==> src/rtl/matmul_pcpi_pkg.sv <==
// rtl/matmul_pcpi_pkg.sv - shared constants and FSM state type for the PCPI matrix-multiply coprocessor
//
// Purpose: opcode and funct3 encodings, threshold reset value and the
// controller state enum used by matmul_pcpi_seq.
// Ports: none (package).

package matmul_pcpi_pkg;

   localparam logic [6:0] OPC_CUSTOM0 = 7'b0001011;

   localparam logic [2:0] F3_LOAD  = 3'b000;
   localparam logic [2:0] F3_READ  = 3'b001;
   localparam logic [2:0] F3_SETTH = 3'b010;
   localparam logic [2:0] F3_READB = 3'b011;
   localparam logic [2:0] F3_RUN   = 3'b111;

   localparam int THRESH_RST = -70;

   typedef enum logic [2:0] {
      IDLE,
      ACK,
      INIT,
      MAC,
      DONE
   } state_t;

endpackage

==> src/rtl/matmul_mac.sv <==
// rtl/matmul_mac.sv - registered signed multiply-accumulate unit
//
// Purpose: acc <= init_val when init, acc <= acc + sext(a*b) when en.
// Ports:
//   clk, resetn      clock, synchronous active-low reset (clears acc)
//   a, b             signed DW-bit factors
//   init_val         signed ACC_W-bit preload value
//   init, en         preload / accumulate strobes (init has priority)
//   acc              registered accumulator
//   acc_nxt          value acc takes on an accumulate edge

module matmul_mac #(
   parameter int DW    = 16,
   parameter int ACC_W = 32
) (
   input  logic                    clk,
   input  logic                    resetn,
   input  logic signed [DW-1:0]    a,
   input  logic signed [DW-1:0]    b,
   input  logic signed [ACC_W-1:0] init_val,
   input  logic                    init,
   input  logic                    en,
   output logic signed [ACC_W-1:0] acc,
   output logic signed [ACC_W-1:0] acc_nxt
);

   logic signed [2*DW-1:0]  prod;
   logic signed [ACC_W-1:0] prod_ext;

   // Full-width product, sign-extended; the sum wraps modulo 2^ACC_W.
   always_comb begin
      prod     = a * b;
      prod_ext = ACC_W'(prod);
      acc_nxt  = acc + prod_ext;
   end

   always_ff @(posedge clk) begin
      if (!resetn) begin
         acc <= '0;
      end else if (init) begin
         acc <= init_val;
      end else if (en) begin
         acc <= acc_nxt;
      end
   end

endmodule

==> src/rtl/matmul_pcpi_seq.sv <==
// rtl/matmul_pcpi_seq.sv - NxN signed matrix multiply-with-bias PCPI coprocessor, one shared MAC
//
// Purpose: CPU loads A, B and bias with LOAD, starts C = A*B + bias with RUN,
// and reads C back with READ. Optional feature macro MATMUL_THRESH_EN adds
// SETTH (threshold register) and READB (C[i][j] >= threshold flag).
// Ports:
//   clk, resetn          clock, synchronous active-low reset
//   pcpi_valid           instruction offered by CPU
//   pcpi_insn            instruction word (opcode [6:0], funct3 [14:12])
//   pcpi_rs1             element index
//   pcpi_rs2             write data
//   pcpi_wr              pcpi_rd is to be written to rd
//   pcpi_rd              result
//   pcpi_wait            busy, CPU must stall
//   pcpi_ready           one-cycle completion pulse

module matmul_pcpi_seq
   import matmul_pcpi_pkg::*;
#(
   parameter int N     = 3,
   parameter int DW    = 16,
   parameter int ACC_W = 32,
   parameter int IDX_W = $clog2(3*N*N)
) (
   input  logic        clk,
   input  logic        resetn,
   input  logic        pcpi_valid,
   input  logic [31:0] pcpi_insn,
   input  logic [31:0] pcpi_rs1,
   input  logic [31:0] pcpi_rs2,
   output logic        pcpi_wr,
   output logic [31:0] pcpi_rd,
   output logic        pcpi_wait,
   output logic        pcpi_ready
);

   localparam int NN = N * N;
   localparam int EW = $clog2(NN);
   localparam int CW = $clog2(N);
   localparam logic [IDX_W-1:0] NN_I   = IDX_W'(NN);
   localparam logic [IDX_W-1:0] NN2_I  = IDX_W'(2*NN);
   localparam logic [IDX_W-1:0] NN3_I  = IDX_W'(3*NN);
   localparam logic [CW-1:0]    LAST   = CW'(N-1);
   localparam logic [31:0]      RUN_CY = 32'(NN*(N+1));

   state_t state_q, state_d;

   logic [CW-1:0] i_q, j_q, k_q;
   logic          ack_resp_q;   // ACK came from LOAD/READ (ready) rather than RUN (cool-down only)
   logic          ack_wr_q;
   logic [31:0]   rd_q;

   logic signed [DW-1:0]    a_mem    [NN];
   logic signed [DW-1:0]    b_mem    [NN];
   logic signed [DW-1:0]    bias_mem [NN];
   logic signed [ACC_W-1:0] c_mem    [NN];

   logic [IDX_W-1:0] idx;
   logic [2:0]       f3;
   logic [EW-1:0]    off_b, off_bias;
   logic [EW-1:0]    a_addr, b_addr, c_addr;
   logic             dec_ok, is_read, accept;
   logic signed [ACC_W-1:0] c_rd;
   logic [31:0]             resp_val;
   logic signed [ACC_W-1:0] acc, acc_nxt;

`ifdef MATMUL_THRESH_EN
   logic signed [ACC_W-1:0] thresh_q;
`endif

   logic unused_ok;
   assign unused_ok = ^{pcpi_rs1[31:IDX_W], pcpi_rs2[31:DW],
                        pcpi_insn[31:15], pcpi_insn[11:7], acc};

   assign idx      = pcpi_rs1[IDX_W-1:0];
   assign f3       = pcpi_insn[14:12];
   assign off_b    = EW'(idx - NN_I);
   assign off_bias = EW'(idx - NN2_I);
   assign a_addr   = EW'(int'(i_q) * N + int'(k_q));
   assign b_addr   = EW'(int'(k_q) * N + int'(j_q));
   assign c_addr   = EW'(int'(i_q) * N + int'(j_q));

   always_comb begin
      dec_ok  = 1'b0;
      is_read = 1'b0;
      case (f3)
         F3_LOAD, F3_RUN: dec_ok = 1'b1;
         F3_READ: begin
            dec_ok  = 1'b1;
            is_read = 1'b1;
         end
`ifdef MATMUL_THRESH_EN
         F3_SETTH: dec_ok = 1'b1;
         F3_READB: begin
            dec_ok  = 1'b1;
            is_read = 1'b1;
         end
`endif
         default: dec_ok = 1'b0;
      endcase
   end

   assign accept = pcpi_valid && (pcpi_insn[6:0] == OPC_CUSTOM0) &&
                   (state_q == IDLE) && dec_ok;

   // Readback value, captured at accept and presented during ACK.
   always_comb begin
      c_rd     = c_mem[idx[EW-1:0]];
      resp_val = '0;
      if (f3 == F3_READ && idx < NN_I) begin
         resp_val = 32'(c_rd);
      end
`ifdef MATMUL_THRESH_EN
      if (f3 == F3_READB && idx < NN_I) begin
         resp_val = {31'd0, c_rd >= thresh_q};
      end
`endif
   end

   // Next state and bus outputs.
   always_comb begin
      state_d    = state_q;
      pcpi_wait  = 1'b0;
      pcpi_ready = 1'b0;
      pcpi_wr    = 1'b0;
      pcpi_rd    = '0;
      case (state_q)
         IDLE: begin
            if (accept) begin
               state_d = (f3 == F3_RUN) ? INIT : ACK;
            end
         end
         ACK: begin
            state_d    = IDLE;
            pcpi_ready = ack_resp_q;
            pcpi_wr    = ack_resp_q && ack_wr_q;
            pcpi_rd    = ack_resp_q ? rd_q : '0;
         end
         INIT: begin
            state_d   = MAC;
            pcpi_wait = 1'b1;
         end
         MAC: begin
            pcpi_wait = 1'b1;
            if (k_q == LAST) begin
               state_d = (i_q == LAST && j_q == LAST) ? DONE : INIT;
            end
         end
         DONE: begin
            state_d    = ACK;
            pcpi_ready = 1'b1;
            pcpi_wr    = 1'b1;
            pcpi_rd    = RUN_CY;
         end
         default: state_d = IDLE;
      endcase
   end

   always_ff @(posedge clk) begin
      if (!resetn) begin
         state_q    <= IDLE;
         i_q        <= '0;
         j_q        <= '0;
         k_q        <= '0;
         ack_resp_q <= 1'b0;
         ack_wr_q   <= 1'b0;
         rd_q       <= '0;
      end else begin
         state_q <= state_d;
         if (accept) begin
            ack_resp_q <= (f3 != F3_RUN);
            ack_wr_q   <= is_read;
            rd_q       <= resp_val;
            i_q        <= '0;
            j_q        <= '0;
            k_q        <= '0;
         end
         if (state_q == INIT) begin
            k_q <= '0;
         end else if (state_q == MAC) begin
            if (k_q == LAST) begin
               k_q <= '0;
               if (j_q == LAST) begin
                  j_q <= '0;
                  i_q <= i_q + 1'b1;
               end else begin
                  j_q <= j_q + 1'b1;
               end
            end else begin
               k_q <= k_q + 1'b1;
            end
         end
      end
   end

   // Operand storage is deliberately not reset.
   always_ff @(posedge clk) begin
      if (accept && f3 == F3_LOAD) begin
         if (idx < NN_I) begin
            a_mem[idx[EW-1:0]] <= pcpi_rs2[DW-1:0];
         end else if (idx < NN2_I) begin
            b_mem[off_b] <= pcpi_rs2[DW-1:0];
         end else if (idx < NN3_I) begin
            bias_mem[off_bias] <= pcpi_rs2[DW-1:0];
         end
      end
   end

   always_ff @(posedge clk) begin
      if (!resetn) begin
         for (int n = 0; n < NN; n++) begin
            c_mem[n] <= '0;
         end
      end else if (state_q == MAC && k_q == LAST) begin
         c_mem[c_addr] <= acc_nxt;
      end
   end

`ifdef MATMUL_THRESH_EN
   always_ff @(posedge clk) begin
      if (!resetn) begin
         thresh_q <= ACC_W'(THRESH_RST);
      end else if (accept && f3 == F3_SETTH) begin
         thresh_q <= pcpi_rs2[ACC_W-1:0];
      end
   end
`endif

   matmul_mac #(
      .DW    (DW),
      .ACC_W (ACC_W)
   ) u_mac (
      .clk      (clk),
      .resetn   (resetn),
      .a        (a_mem[a_addr]),
      .b        (b_mem[b_addr]),
      .init_val (ACC_W'(bias_mem[c_addr])),
      .init     (state_q == INIT),
      .en       (state_q == MAC),
      .acc      (acc),
      .acc_nxt  (acc_nxt)
   );

endmodule

==> config.mk <==
export PLATFORM = sky130hd
export DESIGN_NAME = matmul_pcpi_seq
export DESIGN_NICKNAME = d
export VERILOG_FILES = /design/src/rtl/matmul_pcpi_pkg.sv /design/src/rtl/matmul_mac.sv /design/src/rtl/matmul_pcpi_seq.sv
export SDC_FILE = /design/constraint.sdc
export NUM_CORES = 2
export LEC_CHECK = 0
export CELL_PAD_IN_SITES_DETAIL_PLACEMENT = 1
export CELL_PAD_IN_SITES_GLOBAL_PLACEMENT = 2
export CORE_ASPECT_RATIO = 0.8
export CORE_UTILIZATION = 39
export CTS_CLUSTER_DIAMETER = 30
export CTS_CLUSTER_SIZE = 25
export DETAILED_ROUTE_END_ITERATION = 8
export PLACE_DENSITY_LB_ADDON = 0.12
export SYNTH_ARGS = -nofsm -noshare
export SYNTH_HDL_FRONTEND = slang
export SYNTH_SLANG_ARGS = --single-unit
export TNS_END_PERCENT = 5
==> constraint.sdc <==
create_clock -name clk -period 10.7 [get_ports clk]
set_input_delay 3.21 -clock clk [delete_from_list [all_inputs] [get_ports clk]]
set_output_delay 3.21 -clock clk [all_outputs]
set_load 0.02 [all_outputs]
Figure 1. Signal wires on met3.
Scale bar: 100 um.
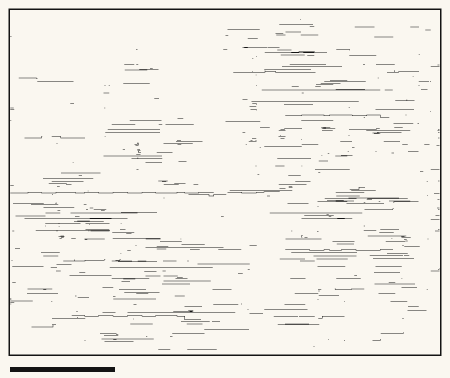
share of all routed wire: 4.8%
wire length on this layer: 7080 um
main direction: horizontal
nets with wire on the layer: 207
longest straight run: 112 um
M3 GR Usage: 3.70%
via count: 29800
Routed WL: 147000 um

Figure 2. Met4 routing.
Supply wires on this layer in gray. Cells faint in the background.
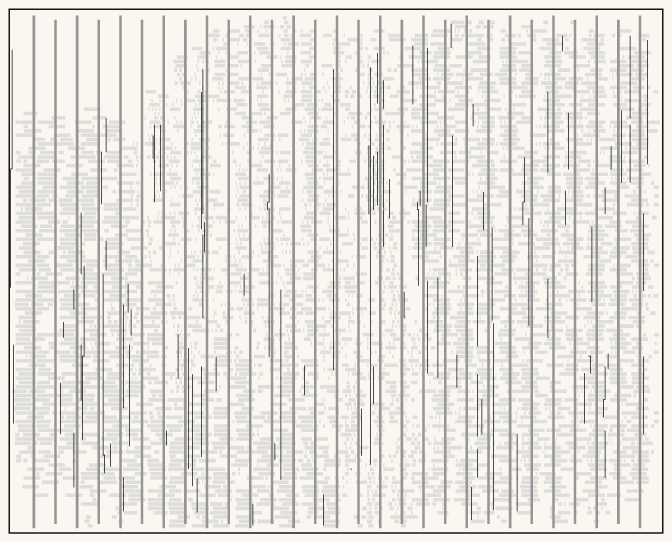
nets with wire on the layer: 52
wire length on this layer: 4190 um
share of all routed wire: 2.9%

Figure 3. Metal layers overlaid.
Scale bar: 100 um.
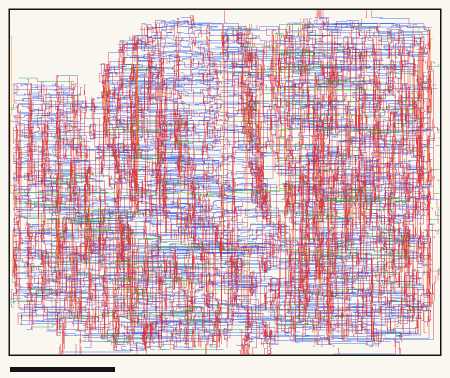
legend:
  metal 5:
    color: purple
    wire_length: 13.8 um
  metal 4:
    color: orange
    wire_length: 4190 um
  metal 3:
    color: green
    wire_length: 7080 um
  metal 1:
    color: blue
    wire_length: 65.7 mm
  metal 2:
    color: red
    wire_length: 70.1 mm

Figure 4. Placed standard cells.
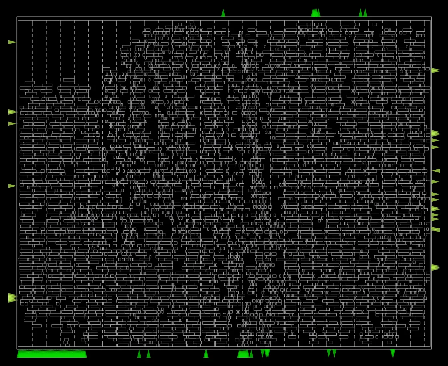
row count: 118
Post-Layout Cell Count: 5629
Well Taps: 1740
Flops: 1019
# fillers: 12700

==> job_summary.md <==
## Synthesis and layout report

| Metric | Value |
|---|---|
| Dominant cell type by area after synthesis | edfxtp_1 |
| Post-synthesis cell count from yosys | 3508 |
| Logic share of the area | 32.1% |
| CTS tree | yes |
| Synthesized area | 51600 um^2 |
| Critical Path End Type | flop |
| PD cells | 173 nW/um^2 |
| CP dominant cell by count | inv_1 |
| Finished Core Util | 47.2% |
| Design area | 61500 um^2 |
| Sequential Power | 4.39 mW |
| Highest-power group | the clock network |
| DIE AREA | 134000 um^2 |
| Comb gate area | 19800 um^2 |
| Critical Path Start | k_q[1]$_SDFFE_PP0P_ |
| Setup WS pre-CTS | 0.786 ns |
| Met1 Track Usage GR | 30.7% |
| Htree depth | 4 |
| Multi-In Gates | 1918 |
| Worst Setup Start Kind | flop |
| GPL Wtd Cong | 0.882 |
| Largest cell class by area | flip-flops and latches |
| Setup Buffers After CTS | 0 |
| Pre-Repair DR Iteration Count | 5 |
| Final number of setup-violating endpoints | 0 |
| Inverters | 394 |
| P_int | 8.27 mW |
| Avg Cell Area, Syn | 14.7 um^2 |
| Met2 Resource Use GR | 36.6% |
| Combinational Power Share | 2.3% |
| Max Fclk | 0.102 GHz |
| Comb area leader | adder cells |
| Register share after synthesis | 57.8% |
| Ys flops | 1019 |
| Signal buffers | 206 |
| FF-to-FF End | c_mem[10][25]$_DFFE_PP_ |
| CP delay by family, top | adder cells |
| Top Metal Used | met5 |
| Floorplan Nets | 4016 |
| Outcome | completed |
| Routed length on met2 | 70100 um |
| Core Util at FP | 39.6% |
| # IOs | 134 |
| Fin nets | 4233 |
| Reg-to-reg critical path startpoint | k_q[1]$_SDFFE_PP0P_ |
| Top cells excl fill/tap | edfxtp_1 (944), nor2_1 (524), inv_1 (385), fa_1 (295), mux4_2 (256) |
| Clock slew at reported path FFs | 0.05 ns |
| Initial antenna violation count | 4 |
| Total congestion overflow | 0 |
| Final TNS setup | 0 ns |
Power is estimated from default activity; no workload was simulated.
